### Placement view, run 1

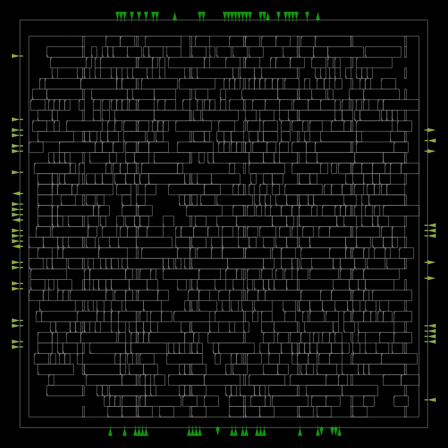
### Routed clock nets over the placement, run 1

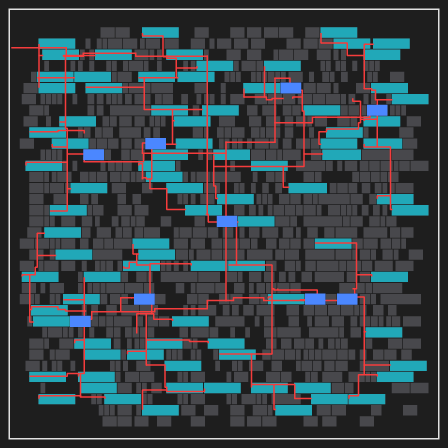
### Cells by drive strength, run 1

Scale bar: 20 um.
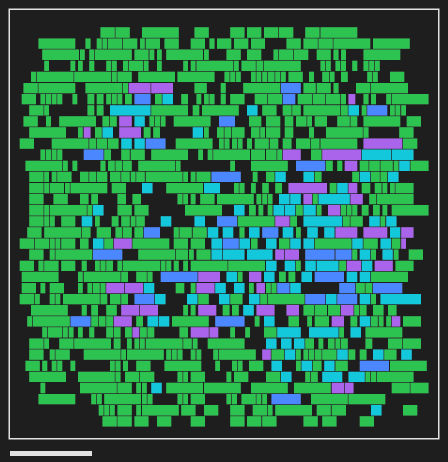
### Where the registers sit, run 1

Scale bar: 20 um. Other sequential cells in the stronger grey, the rest of the logic in the fainter grey.
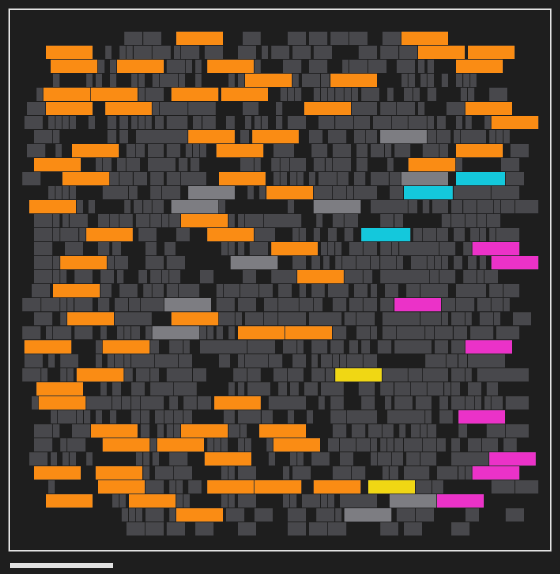
<file path="src/rtl/mux_scanner.sv">
// mux_scanner: snapshots eight channels and serializes the enabled
// ones, lowest index first, onto a value/select valid/ready stream.
module mux_scanner #(
    parameter int Width = 8
) (
    input  logic             clk_i,
    input  logic             rst_ni,
    input  logic             start_i,
    input  logic [7:0]       mask_i,
    input  logic [Width-1:0] a_i,
    input  logic [Width-1:0] b_i,
    input  logic [Width-1:0] c_i,
    input  logic [Width-1:0] d_i,
    input  logic [Width-1:0] e_i,
    input  logic [Width-1:0] f_i,
    input  logic [Width-1:0] g_i,
    input  logic [Width-1:0] h_i,
    output logic [Width-1:0] value_o,
    output logic [2:0]       sel_o,
    output logic             valid_o,
    input  logic             ready_i,
    output logic             busy_o,
    output logic             done_o
);

    typedef enum logic [1:0] {
        S_IDLE,
        S_SEND,
        S_DONE
    } state_t;

    state_t           r_state;
    state_t           w_state_nxt;
    logic [Width-1:0] r_snap [8];
    logic [Width-1:0] w_live [8];
    logic [7:0]       r_mask;
    logic [7:0]       w_mask_nxt;
    logic [7:0]       w_rem;
    logic [2:0]       w_first;
    logic [2:0]       w_next;
    logic             w_snap_load;
    logic [Width-1:0] r_value;
    logic [Width-1:0] w_value_nxt;
    logic [2:0]       r_sel;
    logic [2:0]       w_sel_nxt;
    logic             r_valid;
    logic             w_valid_nxt;
    logic             r_busy;
    logic             w_busy_nxt;
    logic             r_done;
    logic             w_done_nxt;

    function automatic logic [2:0] f_lowest(input logic [7:0] m);
        f_lowest = 3'd0;
        for (int k = 7; k >= 0; k--) begin
            if (m[k]) f_lowest = 3'(k);
        end
    endfunction

    assign w_live[0] = a_i;
    assign w_live[1] = b_i;
    assign w_live[2] = c_i;
    assign w_live[3] = d_i;
    assign w_live[4] = e_i;
    assign w_live[5] = f_i;
    assign w_live[6] = g_i;
    assign w_live[7] = h_i;

    // Remaining channels once the current one is accepted.
    assign w_rem   = r_mask & ~(8'd1 << r_sel);
    assign w_first = f_lowest(mask_i);
    assign w_next  = f_lowest(w_rem);

    // Next-state and next-output logic; every output is registered.
    always_comb begin
        w_state_nxt = r_state;
        w_mask_nxt  = r_mask;
        w_value_nxt = r_value;
        w_sel_nxt   = r_sel;
        w_valid_nxt = r_valid;
        w_busy_nxt  = r_busy;
        w_done_nxt  = 1'b0;
        w_snap_load = 1'b0;
        unique case (r_state)
            S_IDLE, S_DONE: begin
                w_state_nxt = S_IDLE;
                w_valid_nxt = 1'b0;
                w_busy_nxt  = 1'b0;
                if (start_i) begin
                    w_snap_load = 1'b1;
                    w_mask_nxt  = mask_i;
                    if (mask_i != 8'd0) begin
                        w_state_nxt = S_SEND;
                        w_sel_nxt   = w_first;
                        w_value_nxt = w_live[w_first];
                        w_valid_nxt = 1'b1;
                        w_busy_nxt  = 1'b1;
                    end else begin
                        w_state_nxt = S_DONE;
                        w_done_nxt  = 1'b1;
                    end
                end
            end
            S_SEND: begin
                if (ready_i) begin
                    w_mask_nxt = w_rem;
                    if (w_rem != 8'd0) begin
                        w_sel_nxt   = w_next;
                        w_value_nxt = r_snap[w_next];
                    end else begin
                        w_state_nxt = S_DONE;
                        w_valid_nxt = 1'b0;
                        w_busy_nxt  = 1'b0;
                        w_done_nxt  = 1'b1;
                    end
                end
            end
            default: begin
                w_state_nxt = S_IDLE;
                w_valid_nxt = 1'b0;
                w_busy_nxt  = 1'b0;
            end
        endcase
    end

    // State, remaining mask and output registers.
    always_ff @(posedge clk_i or negedge rst_ni) begin
        if (!rst_ni) begin
            r_state <= S_IDLE;
            r_mask  <= 8'd0;
            r_value <= '0;
            r_sel   <= 3'd0;
            r_valid <= 1'b0;
            r_busy  <= 1'b0;
            r_done  <= 1'b0;
        end else begin
            r_state <= w_state_nxt;
            r_mask  <= w_mask_nxt;
            r_value <= w_value_nxt;
            r_sel   <= w_sel_nxt;
            r_valid <= w_valid_nxt;
            r_busy  <= w_busy_nxt;
            r_done  <= w_done_nxt;
        end
    end

    // Channel snapshot, captured only when a start is accepted.
    always_ff @(posedge clk_i or negedge rst_ni) begin
        if (!rst_ni) begin
            for (int k = 0; k < 8; k++) r_snap[k] <= '0;
        end else if (w_snap_load) begin
            for (int k = 0; k < 8; k++) r_snap[k] <= w_live[k];
        end
    end

    assign value_o = r_value;
    assign sel_o   = r_sel;
    assign valid_o = r_valid;
    assign busy_o  = r_busy;
    assign done_o  = r_done;

endmodule

</file>
<file path="config.mk">
export PLATFORM = sky130hd
export DESIGN_NAME = mux_scanner
export DESIGN_NICKNAME = d
export VERILOG_FILES = /design/src/rtl/mux_scanner.sv
export SDC_FILE = /design/constraint.sdc
export NUM_CORES = 1
export LEC_CHECK = 0
export CAP_MARGIN = 15
export CORE_MARGIN = 2
export CORE_UTILIZATION = 50
export DETAILED_ROUTE_END_ITERATION = 8
export PLACE_DENSITY_LB_ADDON = 0.05
export SYNTH_ARGS = -nofsm -noshare
export SYNTH_HDL_FRONTEND = slang
export SYNTH_SLANG_ARGS = --single-unit
</file>
<file path="constraint.sdc">
create_clock -name clk_i -period 2.5 [get_ports clk_i]
set_clock_uncertainty 0.15 [all_clocks]
set_input_delay 0.5 -clock clk_i [delete_from_list [all_inputs] [get_ports clk_i]]
set_output_delay 0.5 -clock clk_i [all_outputs]
set_load 0.005 [all_outputs]
</file>
==> summary.txt, run 1 <==
Clock root cell -> clkbuf_8
Late-Pin Clk Latency -> 380 ps
Area leader, netlist -> dfrtp_1
Chip area -> 0.0110 mm^2
Number of ordinary inverters in the final layout -> 3
Most frequent CP cell -> buf_4
Critical Path Sink Type -> register
Mux cell area share -> 8.08%
Synth Area in Adders -> 0%
Setup TNS -> 0 ps
Ys Warns -> 0
Met1 Track Usage GR -> 35.8%
Max Cap Viol -> 0
CP Cell Sequence -> buf_4 -> and3b_1 -> o21ai_1 -> a41oi_2 -> nor2_2 -> buf_4 -> buf_4 -> a211oi_2 -> o31ai_1 -> o32a_1
Commonest Layout Cell -> nand2_1
FFs w/ async S/R, synth -> 100%
Final setup viols -> 0
Floorplan Nets -> 685
Area fraction in compound gates -> 18.8%
Slowest stage delay, CP -> 490 ps
Final core utilization -> 73.1%
Layout cell share with drive strength beyond 1 -> 22.2%
DRT Pass-1 Iters -> 7
Relative slew slack -> 49.3%
Final wirelength -> 17,200 um
M3 GR Usage -> 7.24%
Leading cell kind -> combinational gates
LEAKAGE -> 3.31 nW
Worst Hold Class -> primary input to register
Initial antenna violation count -> 0
Most crowded layer after global routing -> met2
Hold Crit Start -> mask_i[2]
Worst r2r src -> sel_o[0]
Run status -> finished, final reports clean
Largest net degree at the start of global routing -> 72
Total Routing Usage GR -> 31.3%
First-pass GRT wire length -> 27,000 um
Crit start category -> register
Crit path max-delay family -> AND-OR/OR-AND gates
Flip-flops with a built-in enable -> 0
WHS Path Cells -> 3
## Picture notes: 'Placement view'
flop count: 87
n_taps: 133
fillcell total: 772
Site Rows: 36
sequential cell area share: 30.4%

## Picture notes: 'Routed clock nets over the placement'
Key: cyan = flip-flops [count 87]; red = clock wires [length 1,160 um]; blue = clock-net drivers [count 9]
Position of the flops: spread over the die.

## Picture notes: 'Cells by drive strength'
Key: blue = x6 and larger [cells 28, share 3.6%]; cyan = x3 and x4 [cells 97, share 13%]; purple = x2 [cells 46, share 6.0%]; green = x1 and smaller [cells 600, share 78%]

## Picture notes: 'Where the registers sit'
Key: cyan = `sel_o` [flops 3]; orange = `r_snap` [flops 64, where spread over the die]; yellow = `r_state` [flops 2]; magenta = `r_mask` [flops 8]
Another 10 sequential cells are not coloured.

-- run 1: metrics by stage --
stage / cell area [um^2] / std cells / worst slack [ps]
after floorplan: 5080 / 609 / 231
after global placement: 6640 / 874 / -284
after detailed placement: 6640 / 874 / -303
after CTS: 6890 / 896 / -16.3
after global routing: 7180 / 904 / -58.4
final: 7180 / 904 / 19.6
-- run 1: power groups by stage --
stage          combinational (mW)  clock [mW]  sequential [mW]
2_1_floorplan                3.33           0             2.42
3_3_place_gp                 5.41           0             2.56
3_5_place_dp                 5.54           0             2.59
4_1_cts                      5.75       0.940             2.57
5_1_grt                      6.80       0.998             2.68
6_report                     6.32       0.933             2.61
-- run 1: state kept, by name, summed over array words and instances (netlist names) --
name and count:
r_mask 8, done_o 1, value_o 8, busy_o 1, r_snap 64, sel_o 3
r_state 2
## Run 2: what changed since run 1
Settings changed: CORE_ASPECT_RATIO set to 0.5.
### Wire density map, run 2

29 x 15 tiles, from dark blue (low) to red (high), scaled to the fullest tile. Values are wire area over tile area, all layers added.
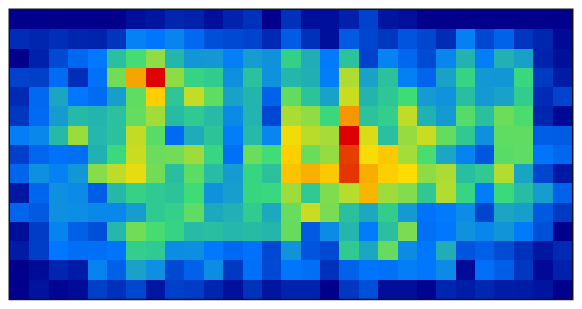
19% of the tiles are over half the peak. The densest ninth of the die: middle. The mean over all tiles is 0.25. The fullest tile reaches 0.78.

==> run 2 against run 1 <==
Net effect:
- the run now ends with negative setup slack left
- global-route usage decreased by 1.2 points
- critical path depth down 1
- utilization grew 1.4 points
- sequential share of layout area fell by 0.095 points
- critical endpoint is now value_o[7]
- largest cell class unchanged
==> summary.txt, run 2 <==
Site Rows -> 25 (-31%)
Comb pwr share -> 60.6%
Cts repair resizes -> 3
First-pass GRT wire length -> 25,400 um (-5.9%)
Failing checks -> negative setup slack
Placed Cells -> 863 (-1.3%)
Hold buffer count at CTS -> 1
Layout Nets -> 832
Worst r2r src -> sel_o[0]
Fillcell total -> 707 (-8.4%)
Reg2Reg Depth -> 9
Core ar. -> 0.00967 mm^2
Clk slew on worst S/H paths -> 70 ps
Worst setup margin -> -0.157 ps (-19.8 ps)
Most frequent CP cell -> buf_6
Cell internal pwr -> 5.72 mW
CP Cell Sequence -> buf_6 -> mux2_4 -> o22ai_4 -> buf_6 -> o21a_4 -> o21ai_1 -> a211o_1 -> a31o_1 -> a31oi_1
Critical path capture point -> value_o[7]
Worst VDD drop -> 0.542 mV
Synth Area in Adders -> 0% (unchanged)
DR WL/cell -> 18.5 um
Sw Ratio -> 44.0%
Final period util -> 100%
Vias in the first global route -> 5,031
Total Routing Usage GR -> 30.1% (-1.2 points)
Hold Crit Start -> r_snap[41]
Final wirelength -> 16,600 um (-3.5%)
Crit start category -> register
Sequential group power -> 2.60 mW (about the same)
DRT Pass-1 Iters -> 5 (-2)
Ys Warns -> 0 (unchanged)
Largest register FFs -> 64 (unchanged)
Run status -> complete, but fails checks
Post-Place Setup Slack -> -285 ps (+17.6 ps)
Xor/xnor share -> 0%
Late-Pin Clk Latency -> 350 ps (-30 ps)
Initial antenna violation count -> 0 (unchanged)
Relative slew slack -> 55.1% (+5.8 points)
Commonest Layout Cell -> nand2_1
Layout cell share with drive strength beyond 1 -> 20.0% (-2.2 points)
Chip area -> 0.0110 mm^2 (+0.45%)
Post-route cell area -> 0.00720 mm^2 (+0.31%)
Area fraction in compound gates -> 18.8% (unchanged)
FMAX -> 0.400 GHz
Floorplan Nets -> 685 (unchanged)
Largest net degree at the start of global routing -> 67 (-6.9%)
Number of H-tree levels -> 3
Setup TNS -> -0.157 ps (-0.157 ps)
Area growth from synthesis to layout -> 41.7%
Non-Filler Instances -> 896 (-0.88%)
Top cells excl fill/tap -> 216 x nand2_1, 84 x dfrtp_1, 84 x clkdlybuf4s50_1
Post-synth area from yosys stat -> 0.00508 mm^2
FFs w/ async S/R, synth -> 100% (unchanged)
Top cells by count, synth -> 219 x nand2_1, 87 x dfrtp_1, 38 x mux2i_1
Flip-flops with a built-in enable -> 0 (unchanged)
Pwr top -> combinational logic
Clk buf depth -> 2
Post-Syn Area -> 0.00508 mm^2
Worst Path Max Fanout -> 7
Hold Vio Cnt, Final -> 0
Top-area cell share -> 42.9%
Total CTS buffers -> 9
Biggest register -> r_snap
P_clk -> 1.42 mW (+52%)
Power Density -> 1420 mW/mm^2
P_comb -> 6.20 mW (-2%)
Antenna Cells -> 0
DRC -> 0
Post-synth top flop -> dfrtp_1
Final core utilization -> 74.5% (+1.4 points)
Critical Path Sink Type -> register
Clock power share -> 13.9%
Distinct cells, synth -> 59
Max Cap Viol -> 0 (unchanged)
Final setup viols -> 1 (+1)
Worst Hold Margin -> 326 ps
Crit Path Category -> register to register
Worst Hold Class -> register to register
Dpl cell area -> 0.00655 mm^2 (-1.2%)
WHS Path Cells -> 2 (-1)
Slowest stage delay, CP -> 460 ps (-30 ps)
LEAKAGE -> 3.28 nW (-0.80%)
Clock root cell -> clkbuf_16
Worst-margin pin slew -> 673 ps
Area leader, netlist -> dfrtp_1
Pwr Total -> 10.2 mW
CTS sink count -> 87
Mux cell area share -> 8.08% (unchanged)
## run 2: cell counts after synthesis
No cell type changed its count.
## run 2: final cells by class
type	count	area (um^2)	share of cell area (%)
Clock buffer	14	274	3.81
Tap cell	135	169	2.35
Inverter	3	11.3	0.156
Multi-Input combinational cell	479	2830	39.3
Sequential cell	87	2180	30.3
Clock inverter	2	37.5	0.521
Timing Repair Buffer	176	1700	23.6
## run 2: worst max-delay path, delay by kind of cell (launching register included)
| kind | cells | cell delay, ps |
|---|---|---|
| AOI/OAI and AO/OA | 6 | 1200 |
| DFF | 1 | 460 |
| buffers and inverters | 2 | 300 |
| muxes | 1 | 300 |
## run 2: metal layers
metal	track usage [%]	up-vias	wire length, um
li1	-	2417	-
met5	0	-	0
met3	6.24	45	1220
met1	39.0	2576	7110
met4	11.4	0	462
met2	51.2	255	7790
### Routed clock nets over the placement, run 2

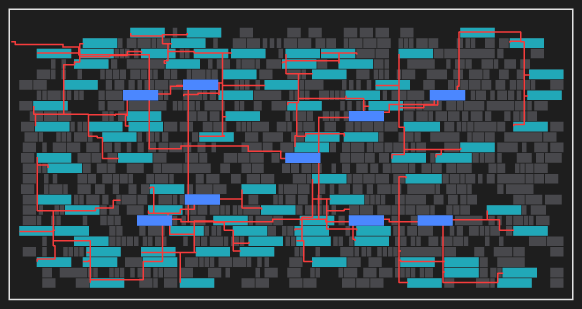

## Run 3: what changed since run 2
Settings changed: MAX_ROUTING_LAYER set to met4.
### Routed clock nets over the placement, run 3

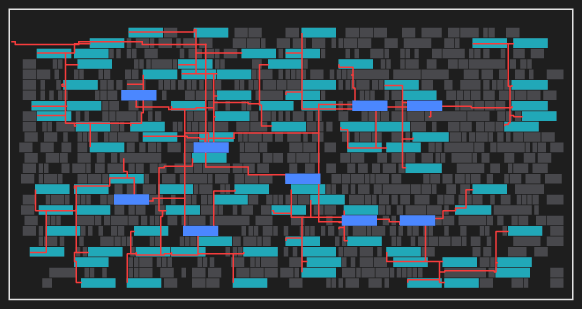
P_clk: 1.70 mW
Late-Pin Clk Latency: 350 ps
clock power share: 16.5%

==> run 3 against run 2 <==
Net effect:
- the flow now finishes without violations
- via count is 1.2% lower
- final area increased by 0.56%
- critical path depth did not move
- critical path type unchanged
==> summary.txt, run 3 <==
Run status -> finished, final reports clean
Worst setup margin -> 45.7 ps (+45.8 ps)
Crit path max-delay family -> AND-OR/OR-AND gates
Post-Place Setup Slack -> -342 ps (-56.7 ps)
Initial antenna violation count -> 0 (unchanged)
Power Density -> 1420 mW/mm^2 (+0.32%)
Logic area -> 0.00281 mm^2 (-0.49%)
Worst r2r src -> sel_o[0]
Clk slew on worst S/H paths -> 60 ps (about the same)
Post-route cell area -> 0.00724 mm^2 (+0.56%)
Biggest register -> r_snap
Most frequent CP cell -> buf_6
Commonest Layout Cell -> nand2_1
Post-synth area from yosys stat -> 0.00508 mm^2 (unchanged)
CTS sink count -> 87 (unchanged)
Relative slew slack -> 60.4% (+5.3 points)
Layout cell share with drive strength beyond 1 -> 19.9% (-0.11 points)
Largest register FFs -> 64 (unchanged)
Post-synth top flop -> dfrtp_1
Crit start category -> register
Mux cell area share -> 8.08% (unchanged)
Synth Area in Adders -> 0% (unchanged)
Comb pwr share -> 58.2% (-2.4 points)
Distinct cells, synth -> 59 (unchanged)
CP bufs+invs -> 2 (unchanged)
CP Cell Sequence -> buf_6 -> nor2_2 -> a21oi_1 -> o311ai_4 -> nor2_4 -> buf_6 -> a211o_1 -> a31o_1 -> a31oi_1
Cell internal pwr -> 5.90 mW (+3.1%)
Core ar. -> 0.00967 mm^2 (unchanged)
Dpl cell area -> 0.00655 mm^2 (about the same)
Top cells excl fill/tap -> 218 x nand2_1, 82 x dfrtp_1, 81 x clkdlybuf4s50_1
Sw Ratio -> 42.8% (-1.2 points)
Slowest stage delay, CP -> 480 ps (+20 ps)
Fillcell total -> 723 (+2.3%)
Worst VDD drop -> 0.688 mV (+27%)
Worst-margin pin slew -> 595 ps (-78.8 ps)
Total Routing Usage GR -> 30.9% (+0.81 points)
Sequential group power -> 2.61 mW (about the same)
Area growth from synthesis to layout -> 42.5%
Max Cap Viol -> 0 (unchanged)
Sequential Area -> 0.00218 mm^2 (+0.11%)
DRC -> 0 (unchanged)
Pwr Total -> 10.3 mW (+0.87%)
Req. time, crit path -> 2610 ps
Non-Filler Instances -> 890 (-0.67%)
Setup TNS -> 0 ps (+0.157 ps)
Floorplan Nets -> 685 (unchanged)
LEAKAGE -> 3.31 nW (+0.98%)
Xor/xnor share -> 0% (unchanged)
First-pass GRT wire length -> 25,300 um (-0.60%)
DR WL/cell -> 18.8 um (+1.5%)
Worst Hold Class -> primary input to asynchronous set/reset pin
Clk buf depth -> 2 (unchanged)
FMAX -> 0.407 GHz (+1.9%)
Pwr top -> combinational logic
Final wirelength -> 16,700 um (+0.87%)
Critical path depth -> 9 (unchanged)
Hold buffer count at CTS -> 0 (-1)
Critical path capture point -> value_o[7]
Flip-flops with a built-in enable -> 0 (unchanged)
Critical Path Sink Type -> register
Worst Path Max Fanout -> 9 (+2)
Simple share -> 25.5%
Number of H-tree levels -> 3 (unchanged)
Post-Syn Area -> 0.00508 mm^2 (unchanged)
Cts repair resizes -> 6 (+3)
Antenna Cells -> 0 (unchanged)
Chip area -> 0.0110 mm^2 (unchanged)
Top-area cell share -> 42.9% (unchanged)
Clock root cell -> clkbuf_16
FFs w/ async S/R, synth -> 100% (unchanged)
Final core utilization -> 74.9% (+0.41 points)
Worst Hold Margin -> 45.1 ps (-281 ps)
Area leader, netlist -> dfrtp_1
Total CTS buffers -> 9 (unchanged)
DRT Pass-1 Iters -> 6 (+1)
==> run 3: cell counts after synthesis <==
No cell type changed its count.
==> run 3: worst register-to-register path, stage by stage (launching register included) <==
cell and delay (ps):
dfrtp_2 480, buf_6 170, nor2_2 130, a21oi_1 120
o311ai_4 410, nor2_4 110, buf_6 160, a211o_1 240
a31o_1 220, a31oi_1 180
==> run 3: layout make-up <==
class | count | share of cell area, %
Clock inverter | 5 | 1.76
Clock buffer | 11 | 3.49
Timing Repair Buffer | 170 | 23.2
Tap cell | 135 | 2.33
Sequential cell | 87 | 30.2
Inverter | 3 | 0.156
Multi-Input combinational cell | 479 | 38.9
==> run 3: metal layers <==
metal	vias up	track usage, %	share of wire, %
met5	-	-	0
met1	2484	38.3	41
li1	2406	-	-
met2	295	50.8	47
met3	46	6.48	9.0
met4	0	12.3	2.7
Power is estimated from default activity; no workload was simulated.
